==> src/rtl/xor_op_arbiter_pkg.sv <==
// Shared types and helpers for the ALU-cluster operator arbiters.
// Latency: n/a (types and a pure combinational function).
// Backpressure: n/a.
package xor_op_arbiter_pkg;

  localparam int MAX_REQ   = 16;
  localparam int MAX_IDX_W = $clog2(MAX_REQ);

  typedef enum logic {
    EMPTY = 1'b0,
    FULL  = 1'b1
  } arb_state_e;

  typedef struct packed {
    logic                 found;
    logic [MAX_IDX_W-1:0] idx;
  } rr_pick_t;

  // Round-robin search starting at ptr. Requests are zero-padded to MAX_REQ,
  // so wrapping modulo MAX_REQ visits ptr..NUM_REQ-1 and then 0..ptr-1,
  // which is the same order as wrapping modulo NUM_REQ.
  function automatic rr_pick_t rr_pick(input logic [MAX_REQ-1:0]   req,
                                       input logic [MAX_IDX_W-1:0] ptr);
    rr_pick_t             pick;
    logic [MAX_IDX_W-1:0] cand;
    pick = '0;
    for (int k = 0; k < MAX_REQ; k++) begin
      cand = ptr + MAX_IDX_W'(k);
      if (!pick.found && req[cand]) begin
        pick.found = 1'b1;
        pick.idx   = cand;
      end
    end
    return pick;
  endfunction

endpackage

==> src/rtl/xor_op_if.sv <==
// XorOp operand/result interface and its native XOR implementation.
// Latency: combinational.
// Backpressure: none; the owner of the interface sequences the operands.
interface XorOp #(
  parameter int W = 8
);
  logic [W-1:0] lhs;
  logic [W-1:0] rhs;
  logic [W-1:0] result;

  modport Injected (input lhs, input rhs, output result);
endinterface

// Plain bitwise XOR at the interface width; no extension or truncation.
// Latency: combinational.
// Backpressure: none.
module XorOpNative (
  XorOp.Injected xop
);
  assign xop.result = xop.lhs ^ xop.rhs;
endmodule

==> src/rtl/xor_op_rr_grant.sv <==
// Combinational round-robin picker: one-hot grant plus index of the winner.
// Latency: combinational.
// Backpressure: en_i low forces an all-zero grant.
module xor_op_rr_grant
  import xor_op_arbiter_pkg::*;
#(
  parameter int NUM_REQ  = 4,
  parameter int ID_WIDTH = $clog2(NUM_REQ)
) (
  input  logic [NUM_REQ-1:0]  req_i,
  input  logic [ID_WIDTH-1:0] ptr_i,
  input  logic                en_i,
  output logic [NUM_REQ-1:0]  grant_o,
  output logic [ID_WIDTH-1:0] idx_o
);

  rr_pick_t pick;

  // Search from ptr, then gate the one-hot grant with the enable.
  always_comb begin
    pick    = rr_pick(MAX_REQ'(req_i), MAX_IDX_W'(ptr_i));
    idx_o   = ID_WIDTH'(pick.idx);
    grant_o = '0;
    if (en_i && pick.found) begin
      grant_o[idx_o] = 1'b1;
    end
  end

endmodule

==> src/rtl/xor_op_arbiter.sv <==
// Round-robin arbiter sharing one XorOp unit; result tagged with requester id.
// Latency: 1 cycle request-to-resp_valid (2 with XOR_OP_ARBITER_PIPE_EN); 1 op/cycle.
// Backpressure: resp_ready low holds the result and drops all req_ready once full.
module xor_op_arbiter
  import xor_op_arbiter_pkg::*;
#(
  parameter  int OPERAND_WIDTH = 8,
  parameter  int NUM_REQ       = 4,
  localparam int ID_WIDTH      = $clog2(NUM_REQ)
) (
  input  logic                             clk,
  input  logic                             rst,
  input  logic [NUM_REQ-1:0]               req_valid,
  output logic [NUM_REQ-1:0]               req_ready,
  input  logic [NUM_REQ*OPERAND_WIDTH-1:0] req_lhs,
  input  logic [NUM_REQ*OPERAND_WIDTH-1:0] req_rhs,
  output logic                             resp_valid,
  input  logic                             resp_ready,
  output logic [OPERAND_WIDTH-1:0]         resp_result,
  output logic [ID_WIDTH-1:0]              resp_id,
  output logic                             busy
);

  arb_state_e                 state_q, state_d;
  logic [ID_WIDTH-1:0]        ptr_q, ptr_d;
  logic [OPERAND_WIDTH-1:0]   res_q, res_d;
  logic [ID_WIDTH-1:0]        id_q, id_d;
  logic [NUM_REQ-1:0]         grant;
  logic [ID_WIDTH-1:0]        g_idx;
  logic                       can_accept;
  logic                       out_free;
  logic                       xfer;
  logic [OPERAND_WIDTH-1:0]   sel_lhs;
  logic [OPERAND_WIDTH-1:0]   sel_rhs;

  XorOp #(.W(OPERAND_WIDTH)) u_xop ();
  XorOpNative u_xor_native (.xop(u_xop));

  xor_op_rr_grant #(
    .NUM_REQ  (NUM_REQ),
    .ID_WIDTH (ID_WIDTH)
  ) u_grant (
    .req_i   (req_valid),
    .ptr_i   (ptr_q),
    .en_i    (can_accept),
    .grant_o (grant),
    .idx_o   (g_idx)
  );

  // Output register can take new data when empty or being drained this cycle.
  assign out_free  = (state_q == EMPTY) | resp_ready;
  assign xfer      = |grant;
  assign req_ready = grant;
  assign sel_lhs   = req_lhs[g_idx*OPERAND_WIDTH +: OPERAND_WIDTH];
  assign sel_rhs   = req_rhs[g_idx*OPERAND_WIDTH +: OPERAND_WIDTH];

  assign resp_valid  = (state_q == FULL);
  assign resp_result = res_q;
  assign resp_id     = id_q;

`ifdef XOR_OP_ARBITER_PIPE_EN
  logic                     s1_vld_q, s1_vld_d;
  logic [OPERAND_WIDTH-1:0] s1_lhs_q, s1_lhs_d;
  logic [OPERAND_WIDTH-1:0] s1_rhs_q, s1_rhs_d;
  logic [ID_WIDTH-1:0]      s1_id_q, s1_id_d;

  // Stage 1 accepts when it is empty or moving into the output register.
  assign can_accept = !s1_vld_q | out_free;
  assign u_xop.lhs  = s1_lhs_q;
  assign u_xop.rhs  = s1_rhs_q;
  assign busy       = s1_vld_q | resp_valid;

  // Operand stage next state: load on grant, empty when drained with no grant.
  always_comb begin
    s1_vld_d = s1_vld_q;
    s1_lhs_d = s1_lhs_q;
    s1_rhs_d = s1_rhs_q;
    s1_id_d  = s1_id_q;
    if (can_accept) begin
      s1_vld_d = xfer;
    end
    if (xfer) begin
      s1_lhs_d = sel_lhs;
      s1_rhs_d = sel_rhs;
      s1_id_d  = g_idx;
    end
  end

  // Operand stage registers; reset drops any operand in flight.
  always_ff @(posedge clk or negedge rst) begin
    if (!rst) begin
      s1_vld_q <= 1'b0;
      s1_lhs_q <= '0;
      s1_rhs_q <= '0;
      s1_id_q  <= '0;
    end else begin
      s1_vld_q <= s1_vld_d;
      s1_lhs_q <= s1_lhs_d;
      s1_rhs_q <= s1_rhs_d;
      s1_id_q  <= s1_id_d;
    end
  end

  // Output FSM: refill from stage 1 whenever the output register is free.
  always_comb begin
    state_d = state_q;
    res_d   = res_q;
    id_d    = id_q;
    if (out_free) begin
      state_d = s1_vld_q ? FULL : EMPTY;
      if (s1_vld_q) begin
        res_d = u_xop.result;
        id_d  = s1_id_q;
      end
    end
  end
`else
  assign can_accept = out_free;
  assign u_xop.lhs  = sel_lhs;
  assign u_xop.rhs  = sel_rhs;
  assign busy       = resp_valid;

  // Output FSM: capture the granted result directly; back-to-back without bubble.
  always_comb begin
    state_d = state_q;
    res_d   = res_q;
    id_d    = id_q;
    if (out_free) begin
      state_d = xfer ? FULL : EMPTY;
      if (xfer) begin
        res_d = u_xop.result;
        id_d  = g_idx;
      end
    end
  end
`endif

  // Pointer moves past the winner only when a request is actually taken.
  always_comb begin
    ptr_d = ptr_q;
    if (xfer) begin
      ptr_d = (g_idx == ID_WIDTH'(NUM_REQ - 1)) ? '0 : g_idx + 1'b1;
    end
  end

  // State register; asynchronous reset discards the held result without handshake.
  always_ff @(posedge clk or negedge rst) begin
    if (!rst) begin
      state_q <= EMPTY;
    end else begin
      state_q <= state_d;
    end
  end

  // Result, id and round-robin pointer registers.
  always_ff @(posedge clk or negedge rst) begin
    if (!rst) begin
      res_q <= '0;
      id_q  <= '0;
      ptr_q <= '0;
    end else begin
      res_q <= res_d;
      id_q  <= id_d;
      ptr_q <= ptr_d;
    end
  end

endmodule

==> config.mk <==
export PLATFORM = sky130hd
export DESIGN_NAME = xor_op_arbiter
export DESIGN_NICKNAME = d
export VERILOG_FILES = /design/src/rtl/xor_op_arbiter_pkg.sv /design/src/rtl/xor_op_if.sv /design/src/rtl/xor_op_rr_grant.sv /design/src/rtl/xor_op_arbiter.sv
export SDC_FILE = /design/constraint.sdc
export NUM_CORES = 1
export LEC_CHECK = 0
export ABC_AREA = 1
export ABC_CLOCK_PERIOD_IN_PS = 3490
export CAP_MARGIN = 20
export CORE_UTILIZATION = 30
export CTS_CLUSTER_DIAMETER = 60
export DETAILED_ROUTE_END_ITERATION = 10
export PLACE_DENSITY = 0.64
export SYNTH_ARGS = -nofsm -noshare
export SYNTH_HDL_FRONTEND = slang
export SYNTH_SLANG_ARGS = --single-unit
==> constraint.sdc <==
create_clock -name clk -period 3.49 [get_ports clk]
set_input_delay 0.349 -clock clk [delete_from_list [all_inputs] [get_ports clk]]
set_output_delay 0.349 -clock clk [all_outputs]
set_load 0.01 [all_outputs]
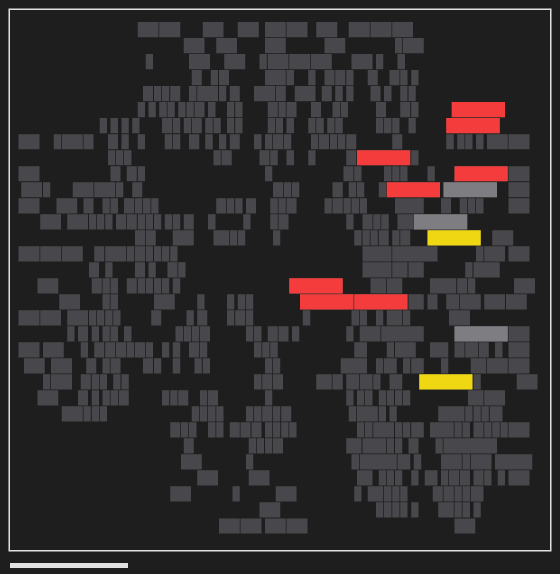
Figure 1: sequential cells grouped by signal name.
Bar = 20 microns. Other sequential cells in the stronger grey, the rest of the logic in the fainter grey.
Red stands for resp_result, sequential cells 8. Yellow stands for ptr_q, sequential cells 2.
Finished Core Util: 43.3%
Flop area: 325 sq um
sequential cell area share: 9.67%

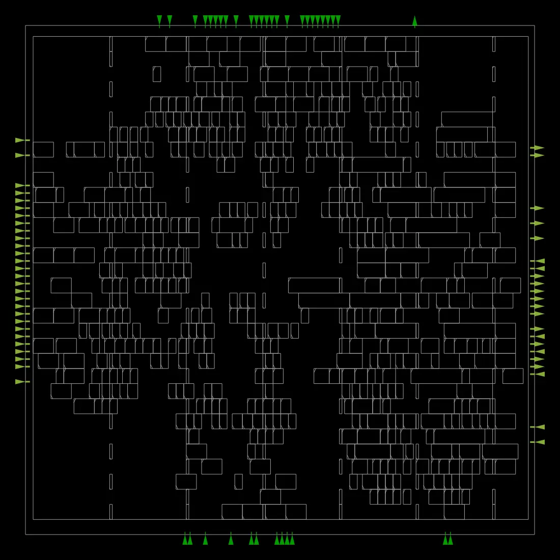
Figure 2: placement view.
FFs & Latches: 13
row count: 32
Filler cells: 827
Tapcells: 102

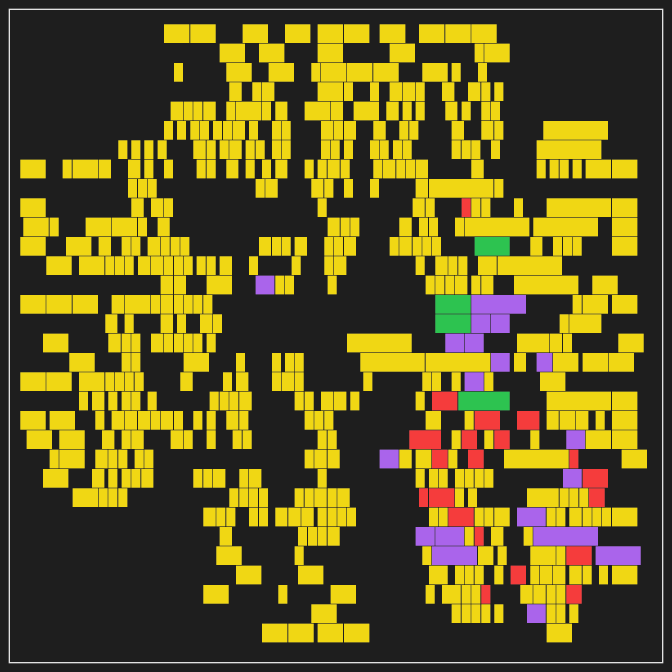
Figure 3: cells by drive strength.
Green stands for x6 and larger, cells 4. Yellow stands for x1 and smaller, cells 492. Red stands for x2, cells 20. Purple stands for x3 and x4, cells 19.
area delta synth->final: 39.3%
final worst slack: 0.194 ns
Buffers, non-clock: 98

==> results_slide.txt <==
Synthesis and Place & Route Summary

Run status
  • Status: completed

GRT
  • Routing usage on met2: 30.6%
  • Global route overflow: 0
  • Largest net degree at the start of global routing: 49

Timing
  • Fmax: 0.303 GHz
  • Worst-margin pin slew: 0.630 ns

Clock tree
  • Setup Buffers After CTS: 0
  • CTS Buffer Depth: 2
  • Clk ins delay skew pair: 0.24 ns

Critical path
  • CP max FO: 5
  • Peak per-stage delay on the critical path: 0.50 ns
  • R2R setup slack: 0.55 ns

Cells and area
  • # diodes: 0

Floorplan
  • Starting density of the core: 31.1%

Route
  • Routed wl met3: 477 microns
  • Final ANT Viol Nets: 0

Hold path
  • HP Class: input port to async pin

Place
  • Setup WS pre-CTS: 0.364 ns
  • Hpwl dp: 5660 microns
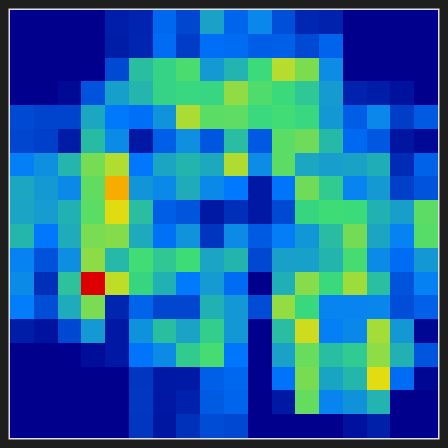
Figure 4: wire density map.
The die is cut into 18 by 18 equal tiles; dark blue is low, red is high, scaled to the fullest tile. Values are wire area over tile area, all layers added.
The fullest tile reaches 0.55. The mean over all tiles is 0.14. The emptiest ninth of the die: south-west. 14% of the tiles are over half the peak. The densest ninth of the die: west.
vias: 3047
overall routing resource usage: 18.4%

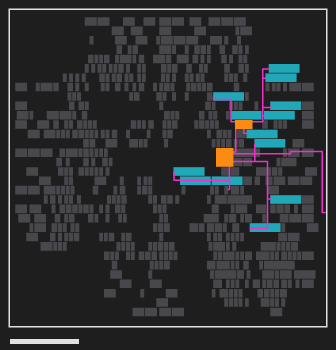
Figure 5: clock distribution.
Bar = 20 microns.
Cyan stands for flip-flops, count 13. Orange stands for clock-net drivers, count 3. Magenta stands for clock wires, length 182 microns.
There are 4 routed clock nets.
clk_skew: 0.00428 ns

layout make-up:
| cell class | instances | area share, % |
|---|---|---|
| Sequential cell | 13 | 9.67 |
| Clock buffer | 4 | 1.34 |
| Inverter | 50 | 5.65 |
| Multi-Input combinational cell | 370 | 51.2 |
| Timing Repair Buffer | 98 | 28.3 |
| Tap cell | 102 | 3.79 |
worst max-delay path by stage:
stage / slack (ns) / depth (start not counted) / to
after floorplan: 0.66 / 17 / resp_id[0]
after global placement: 0.34 / 15 / req_ready[2]
after detailed placement: 0.36 / 15 / req_ready[2]
after CTS: 0.09 / 15 / req_ready[2]
after global routing: -0.02 / 12 / req_ready[0]
final: 0.19 / 12 / req_ready[0]
cells in the mapped netlist, drive strengths merged:
cell type,instances
inv,50
nand2,181
dfrtp,13
o22ai,1
a31oi,1
buf,27
nand3,102
ha,3
nand3b,2
nand4,5
o21a,1
nor3,5
nor2,65
o21ai,4
flip-flops by register name, summed over array words and instances, names as in the netlist:
| name | flops |
|---|---|
| busy | 1 |
| resp_id | 2 |
| resp_result | 8 |
| ptr_q | 2 |
logic make-up (layout without fill, tap and decap cells):
logic type                 Yosys count  in the layout  share of synthesized area, %
DFF                                 13             13                          13.5
and+or+nand+nor                    360            360                          66.6
AOI/OAI and AO/OA                    7              7                          2.43
buffers and inverters               77            152                          15.9
adders and majority gates            3              3                          1.55
worst register-to-register path, cell delays in order (launching register included):
cell	delay, ns
dfrtp_1	0.42
inv_1	0.12
ha_4	0.30
inv_1	0.08
nand3_1	0.09
nand2_1	0.10
nor2_4	0.19
nand4_1	0.15
nand3_1	0.12
nand2_1	0.05
nand2_1	0.06
nand2_2	0.10
inv_4	0.10
ha_1	0.14
inv_1	0.07
a31oi_4	0.30
buf_4	0.23
nand3_1	0.15
nand2_1	0.09
